==> config.mk <==
export PLATFORM = sky130hd
export DESIGN_NAME = tmr0_wdt_ctrl
export DESIGN_NICKNAME = d
export VERILOG_FILES = /design/src/rtl/tmr0_wdt_ctrl.sv
export SDC_FILE = /design/constraint.sdc
export NUM_CORES = 1
export LEC_CHECK = 0
export CAP_MARGIN = 20
export CORE_MARGIN = 8
export CORE_UTILIZATION = 52
export CTS_BUF_LIST = sky130_fd_sc_hd__clkbuf_8
export DETAILED_ROUTE_END_ITERATION = 6
export PLACE_DENSITY = 0.92
export SYNTH_ARGS = -nofsm -noshare
export SYNTH_HDL_FRONTEND = slang
export SYNTH_SLANG_ARGS = --single-unit
==> constraint.sdc <==
create_clock -name clk -period 1.87 [get_ports clk]
set_input_delay 0.374 -clock clk [delete_from_list [all_inputs] [get_ports clk]]
set_output_delay 0.374 -clock clk [all_outputs]
set_load 0.01 [all_outputs]
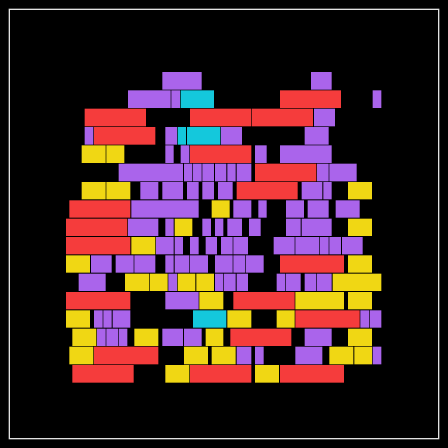
Fig. 1. Placed cells, one colour a class.
class	colour	cells	share of their area
clock drivers and dummy loads	cyan	4	3.0%
remaining logic cells	purple	89	42%
remaining buffers and delay cells	yellow	33	22%
sequential cells	red	20	33%
Row Count: 17
proportion of cell area occupied by registers: 32.7%
post-layout utilization of the core: 71.6%
placeable core region: 2170 um^2
Layout Cell Area excl Fill: 1550 um^2

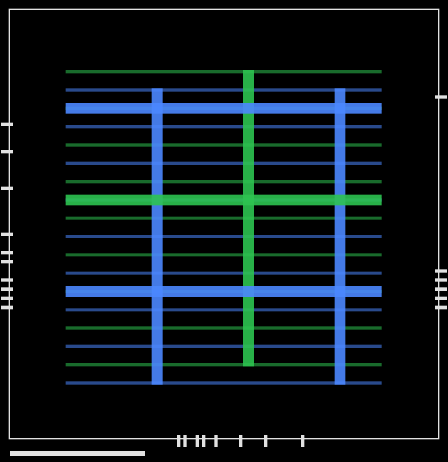
Fig. 2. PDN straps and rails.
The bar under the picture is 20 um long. Pins as bars on the die edge.
net	colour
VDD	green
VSS	blue
met1 rails	18
rows	17
met5 straps	3
met4 straps	3
worst-case vdd ir drop: 0.000504 V
die boundary width: 63.6 um
height of the die: 63.6 um

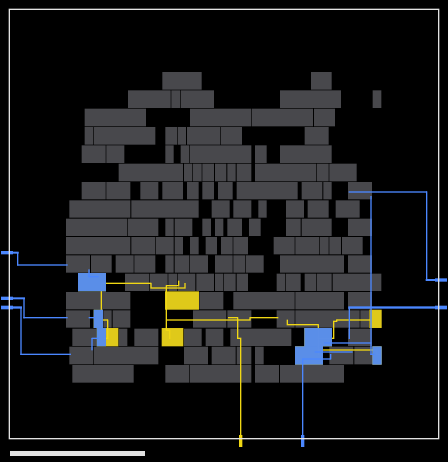
Fig. 3. Wires at chosen ports, followed through buffers.
The bar under the picture is 20 um long.
port	colour	bits	direction	edge	end cells	buffers	wire
option_wr	yellow	1	input	south	10	3	101 um
option_data	blue	6	input	3 west, 2 east, 1 south	6	6	138 um
number of top-level pins: 24
total of buffers placed on input and output ports: 22

==> out/qor.json <==
{
  "drt-pass1-iter-count": 4,
  "syn-num-nets": 131,
  "synth-compound-area-share_pct": 22.0,
  "total_via_count_after_detailed_routing": 1009,
  "worst_path_buffer_plus_inverter_count": 1,
  "drv_cap": 0,
  "stdcell_count": 174,
  "drt-total-wl_um": 3030,
  "cts_tree": "done",
  "clkLatencyLatePin_ns": 0.26,
  "synth_async_sr_flop_share_pct": 100,
  "critical_path_end_type": "output pin",
  "cts.repair_timing.setup_buffer_count": 2,
  "synthXorXnorAreaFrac_pct": 1.49,
  "synth-warning-count": 0,
  "drc": 0,
  "worstPathArrival_ns": 1.45,
  "fin_nets": 162,
  "overall_chip_area_um2": 4040,
  "global_route.usage.total_pct": 14.5,
  "critical_path_peak_fanout": 9,
  "layout-drive-gt1-share_pct": 25.3,
  "ys_top_logic_family": "simple AND/OR/NAND/NOR gates",
  "power_mw": 1.03,
  "grt_first_pass_wirelength_um": 4780,
  "initial_standard_cell_utilization_of_the_core_pct": 54.2,
  "post_synth_mux_area_share_pct": 2.87,
  "critical-path-max-stage-delay_ns": 0.62,
  "cts.clk_slew.worst_paths_ns": 0.07,
  "grt_pass1_vias": 1057,
  "final_period_minus_worst_setup_slack_ns": 1.82,
  "hold_ws_ns": 0.367,
  "dr.first_iter.drc_count": 74,
  "worst_clock_skew_ns": 0.00351,
  "worstRegToRegCells": 7,
  "setup.worst_path.class": "flip-flop to output pin",
  "fa_ha_area_share_pct": 1.06,
  "synth-area-yosys_um2": 1180,
  "area_post_placement_um2": 1440,
  "setup-violations-final": 0,
  "dp_hpwl_um": 2140,
  "ctsLongestPathBuffers": 2,
  "gpl.final_weighted_congestion": 0.816,
  "ctsHtreeMaxLevel": 1,
  "layout_top_cells": "sky130_fd_sc_hd__clkdlybuf4s50_1 (22), sky130_fd_sc_hd__nand2_1 (15), sky130_fd_sc_hd__dfrtp_1 (14), sky130_fd_sc_hd__inv_1 (9), sky130_fd_sc_hd__buf_4 (9)",
  "total_number_of_warnings_across_the_stage_logs": 26,
  "yosys.area.top_type_share_pct": 29.8,
  "critical-path-slowest-cell": "sky130_fd_sc_hd__dfstp_2",
  "run_status": "finished clean",
  "leakagePower_nw": 0.603,
  "grt_start_max_net_pins": 21,
  "cp_top_family": "flip-flops",
  "grt_antenna_before_repair": 0,
  "synth.cellmix.simpleShare_pct": 22.1,
  "timing.final.max_slew_violations": 0,
  "setup_slack_after_layout_ns": 0.0502,
  "min_path_type": "flip-flop to flip-flop",
  "cp-start-kind": "flip-flop",
  "yosysSeqAreaShare_pct": 43.2,
  "cts_inserted_buffers": 3,
  "min_period_over_period_pct": 97.3,
  "cts_resized": 0,
  "route.detailed.vias_per_inst": 5.80,
  "synthFlopType": "sky130_fd_sc_hd__dfrtp_1",
  "netlist_area_um2": 1180,
  "most_common_cell": "sky130_fd_sc_hd__nand2_1",
  "yosys-top-cells-area": "sky130_fd_sc_hd__dfrtp_1 (30%), sky130_fd_sc_hd__dfstp_2 (13%), sky130_fd_sc_hd__nand2_1 (4.8%)",
  "yosys.cell_types.count": 47,
  "required_ns": 1.50,
  "tritoncts_num_sinks": 20,
  "layout.cells.most_common": "sky130_fd_sc_hd__clkdlybuf4s50_1",
  "synth_stat.cells": 116,
  "synth_area_leader_cell": "sky130_fd_sc_hd__dfrtp_1",
  "cellPowerDensity_nw_per_um2": 663,
  "worstPathCellList": "clkdlybuf4s50_1",
  "tightest_slew_ns": 0.521,
  "r2r_slack_ns": 0.06,
  "detail_route.wl_per_cell_um": 17.4,
  "antennaDiodeCount": 0,
  "gr_ovfl_total": 0,
  "timing.final.hold_violations": 0,
  "timing.setup.tns_ns": 0,
  "syn_area_per_cell_um2": 10.1,
  "ant_nets": 0,
  "syn_inst": 116,
  "top_cells_by_count": "sky130_fd_sc_hd__nand2_1 (15), sky130_fd_sc_hd__dfrtp_1 (14), sky130_fd_sc_hd__inv_1 (8), sky130_fd_sc_hd__nand3_1 (7)",
  "post_synth_tally_of_flip_flops_with_integrated_enable": 0,
  "worst_slew_margin_rel_pct": 65.2,
  "fmax_mhz": 550,
  "dp.cells": 167,
  "clk_root_buffer_cell": "sky130_fd_sc_hd__clkbuf_8",
  "area_growth_pct": 32.0,
  "hold-path-cell-count": 0,
  "max_ffs_per_register": 8,
  "dp_slack_ns": -0.131,
  "synth_flops": 20,
  "cts_hold_repair.buffers": 0,
  "path_depth": 1
}
-- area by class of cell --
| type | instances | area, um^2 |
|---|---|---|
| clock buffers | 3 | 41.3 |
| clock inverters | 1 | 3.75 |
| fillers | 151 | 617 |
| inverters | 8 | 30.0 |
| multi-input cells | 81 | 607 |
| flip-flops and latches | 20 | 508 |
| well taps | 28 | 35.0 |
| repair buffers | 33 | 328 |
-- metal layers --
layer / part of all wire (%) / vias up / track usage, %
met5: 0 / - / 0
met4: 1.4 / 0 / 5.85
met3: 5.1 / 5 / 3.89
met2: 53 / 34 / 25.3
met1: 41 / 496 / 16.1
li1: - / 474 / -
-- power by group --
group	switching, mW	leakage (nW)	internal, mW	total (mW)
logic	0.111	0.329	0.141	0.252
clock network	0.137	0.0269	0.146	0.283
registers	0.0277	0.247	0.467	0.494
total	0.275	0.603	0.754	1.03
No activity file was given, so power comes from the tool's default toggle rates.
